--- config.mk ---
export PLATFORM = sky130hd
export DESIGN_NAME = btn_debounce
export DESIGN_NICKNAME = d
export VERILOG_FILES = /design/src/rtl/debounce_pkg.sv /design/src/rtl/sync_ff.sv /design/src/rtl/btn_debounce.sv
export SDC_FILE = /design/constraint.sdc
export NUM_CORES = 1
export LEC_CHECK = 0
export CAP_MARGIN = 15
export CORE_AREA = 2 2 39 41
export CTS_CLUSTER_DIAMETER = 200
export CTS_CLUSTER_SIZE = 14
export DETAILED_ROUTE_END_ITERATION = 10
export DIE_AREA = 0 0 41 43
export PLACE_DENSITY = 0.65
export SYNTH_ARGS = -nofsm -noshare
export SYNTH_HDL_FRONTEND = slang
export SYNTH_SLANG_ARGS = --single-unit
--- constraint.sdc ---
create_clock -name sysclk -period 2.2 [get_ports sysclk]
set_input_delay 0.33 -clock sysclk [delete_from_list [all_inputs] [get_ports sysclk]]
set_output_delay 0.33 -clock sysclk [all_outputs]
set_load 0.005 [all_outputs]
--- src/rtl/debounce_pkg.sv ---
// debounce_pkg: shared state encoding and counter sizing for the button debouncer
package debounce_pkg;
  typedef enum logic [1:0] {S_IDLE, S_PRESS_WAIT, S_PRESSED, S_RELEASE_WAIT} db_state_t;
  function automatic int cnt_width(input int stable_cycles);
    return $clog2(stable_cycles + 1);
  endfunction
endpackage

--- src/rtl/sync_ff.sv ---
// sync_ff: multi-flop synchroniser for one asynchronous input pin
module sync_ff #(
  parameter int STAGES = 2
) (
  input  logic clk,
  input  logic rst_n,
  input  logic d,
  output logic q
);
  logic [STAGES-1:0] chain;
  always_ff @(posedge clk or negedge rst_n)
    if (!rst_n) chain <= '0;
    else chain <= {chain[STAGES-2:0], d};
  assign q = chain[STAGES-1];
endmodule

--- src/rtl/btn_debounce.sv ---
// btn_debounce: synchronise and debounce one push-button, emit level plus press/release strobes
module btn_debounce
  import debounce_pkg::*;
#(
  parameter int SYNC_STAGES   = 2,
  parameter int STABLE_CYCLES = 100
) (
  input  logic sysclk,
  input  logic reset_btn_n,
  input  logic btn,
  output logic btn_level,
  output logic press_pulse,
  output logic release_pulse
);
  localparam int CW = cnt_width(STABLE_CYCLES);
  localparam logic [CW-1:0] LAST = CW'(STABLE_CYCLES - 1);
  logic btn_sync;
  db_state_t state, state_n;
  logic [CW-1:0] cnt, cnt_n;
  logic level_n, press_n, release_n;
  sync_ff #(.STAGES(SYNC_STAGES)) u_sync (
    .clk(sysclk),
    .rst_n(reset_btn_n),
    .d(btn),
    .q(btn_sync)
  );
  always_ff @(posedge sysclk or negedge reset_btn_n)
    if (!reset_btn_n) begin
      state         <= S_IDLE;
      cnt           <= '0;
      btn_level     <= 1'b0;
      press_pulse   <= 1'b0;
      release_pulse <= 1'b0;
    end else begin
      state         <= state_n;
      cnt           <= cnt_n;
      btn_level     <= level_n;
      press_pulse   <= press_n;
      release_pulse <= release_n;
    end
  // A single disagreeing sample drops back to the settled state, so the window always restarts from 1.
  always_comb begin
    state_n   = state;
    cnt_n     = cnt;
    level_n   = btn_level;
    press_n   = 1'b0;
    release_n = 1'b0;
    case (state)
      S_IDLE: if (btn_sync) begin
        state_n = S_PRESS_WAIT;
        cnt_n   = CW'(1);
      end
      S_PRESS_WAIT:
        if (!btn_sync) state_n = S_IDLE;
        else if (cnt == LAST) begin
          state_n = S_PRESSED;
          level_n = 1'b1;
          press_n = 1'b1;
        end else cnt_n = cnt + 1'b1;
      S_PRESSED: if (!btn_sync) begin
        state_n = S_RELEASE_WAIT;
        cnt_n   = CW'(1);
      end
      S_RELEASE_WAIT:
        if (btn_sync) state_n = S_PRESSED;
        else if (cnt == LAST) begin
          state_n   = S_IDLE;
          level_n   = 1'b0;
          release_n = 1'b1;
        end else cnt_n = cnt + 1'b1;
      default: begin
        state_n = S_IDLE;
        cnt_n   = '0;
        level_n = 1'b0;
      end
    endcase
  end
endmodule

Wiring by layer:
Only two layers are drawn.
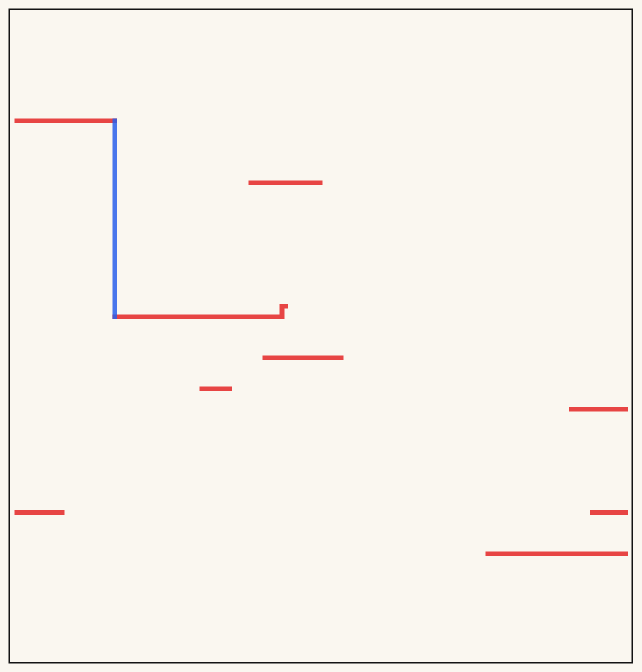
Key: blue = M4 [wire length 12.9 um]; red = M3 [wire length 47.7 um]
via count: 484
total routed wirelength: 1080 um
wire per inst: 13.2 um
gr usage total: 15.3%

==> GITHUB_STEP_SUMMARY <==
### Yosys + OpenROAD results

| Metric | Value |
|---|---|
| Latency at later pin | 280 ps |
| Arrival time at the worst endpoint | 1710 ps |
| Proportion of synthesized area in mux cells | 3.08% |
| Initial antenna violation count | 0 |
| Xor+xnor area frac | 3.85% |
| Crit start category | register |
| FF-to-FF End | cnt[0]$_DFFE_PN0P_ |
| Main logic family after synthesis | simple AND/OR/NAND/NOR gates |
| Antenna violation net count after detailed routing | 0 |
| Count of non-filler cells in the finished layout | 82 |
| Worst path cell trace | ha_1, and4b_1, a211oi_1, mux2i_1 |
| Syn-to-layout area delta | 15.8% |
| Fp_density | 46.9% |
| Utilization after layout | 54.3% |
| Req. time, crit path | about 2400 ps |
| Num CTS Buffers | 3 |
| Core Region | 1380 um^2 |
| Post-synth regs | 14 |
| Top Layout Cells | 14 x dfrtp_1, 5 x nand3_1, 5 x clkdlybuf4s50_1 |
| Final setup viols | 0 |
| Worst path depth | 4 |
| Top cells, area | dfrtp_1 54%, nand3_1 3.9%, mux2i_1 3.1% |
| Top FF cell, synth | dfrtp_1 |
| Hold worst-path end | u_sync.chain[1]$_DFF_PN0_ |
| Die Height | 43 um |
| Top reg by flops | cnt |
| Final hold vios | 0 |
| Tool warnings | 26 |
| Flip-flops with a built-in enable | 0 |
| Worst hold margin | between 300 and 400 ps |
| Ys cells | slightly below 60 |
| CTS tree | done |
| Setup WS pre-CTS | approximately 620 ps |
| Critical path origin | cnt[0]$_DFFE_PN0P_ |
| Busiest layer in global routing | met2 |
| Final period util | approximately 71% |
| Simple-gate share of the synthesized area | 17.9% |
| F_max | 0.639 GHz |
| Met3 WL post-DR | 47 um |
| Clock Sinks | 14 |
| Max reg flops | 7 |
| Hold_sp | u_sync.chain[0]$_DFF_PN0_ |
| Nets@finish | 71 |
| First-pass GRT wire length | about 1800 um |
| Status | complete, no violations |
| Grt ovf | 0 |
| Min cycle time layout | between 1500 and 2000 ps |
| Cts hold-fix bufs | 0 |
| Kind of critical path | register to register |
| CP Max Fanout | 6 |
| Most frequent logic cell in the layout | dfrtp_1 |
| Clock slew at the register clock pins of the worst setup and hold paths | approximately 80 ps |
| Critical Path Max Stage Delay | 440 ps |
| CP delay by family, top | flip-flops |
| Clock Skews | 3.28 ps |
| # rows | 14 |
The metal 3 layer:
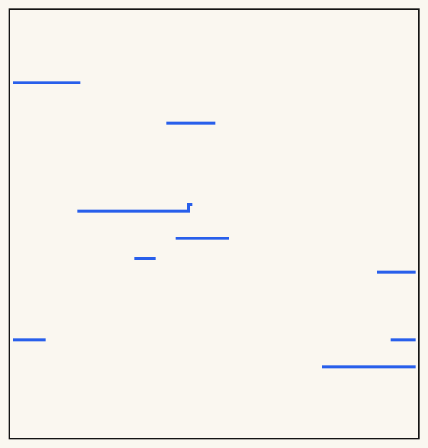
The layer holds 4.4% of the routed length. The longest straight run is 11.0 um. The wires run mostly horizontal. The layer carries 47.7 um of wire. 8 nets have wire on it.
grt met3 use: 3.14%

==> worst reg2reg max path, cell delays in order, from the launching register on <==
cell and delay [ps]:
dfrtp_1 440, ha_1 290, and4b_1 220, a211oi_1 350
mux2i_1 140
==> area by class of cell <==
cell class | count | area (um^2)
multi-input cells | 40 | 284
repair buffers | 5 | 50.0
fillers | 125 | 632
clock buffers | 4 | 36.3
inverters | 3 | 11.3
well taps | 16 | 20.0
flip-flops and latches | 14 | 350
==> report_power, final <==
part	switching [mW]	internal [mW]
combinational	0.0226	0.0204
clock	0.0808	0.101
sequential	0.0165	0.268
==> synth_stat cells, drive strengths merged (2+ instances only) <==
cell type	n
nor2	2
dfrtp	14
a22o	2
nand4	2
nand2	2
o21ai	2
nand3	5
or3	2
inv	3
nor3	4
a21o	3
mux2i	2
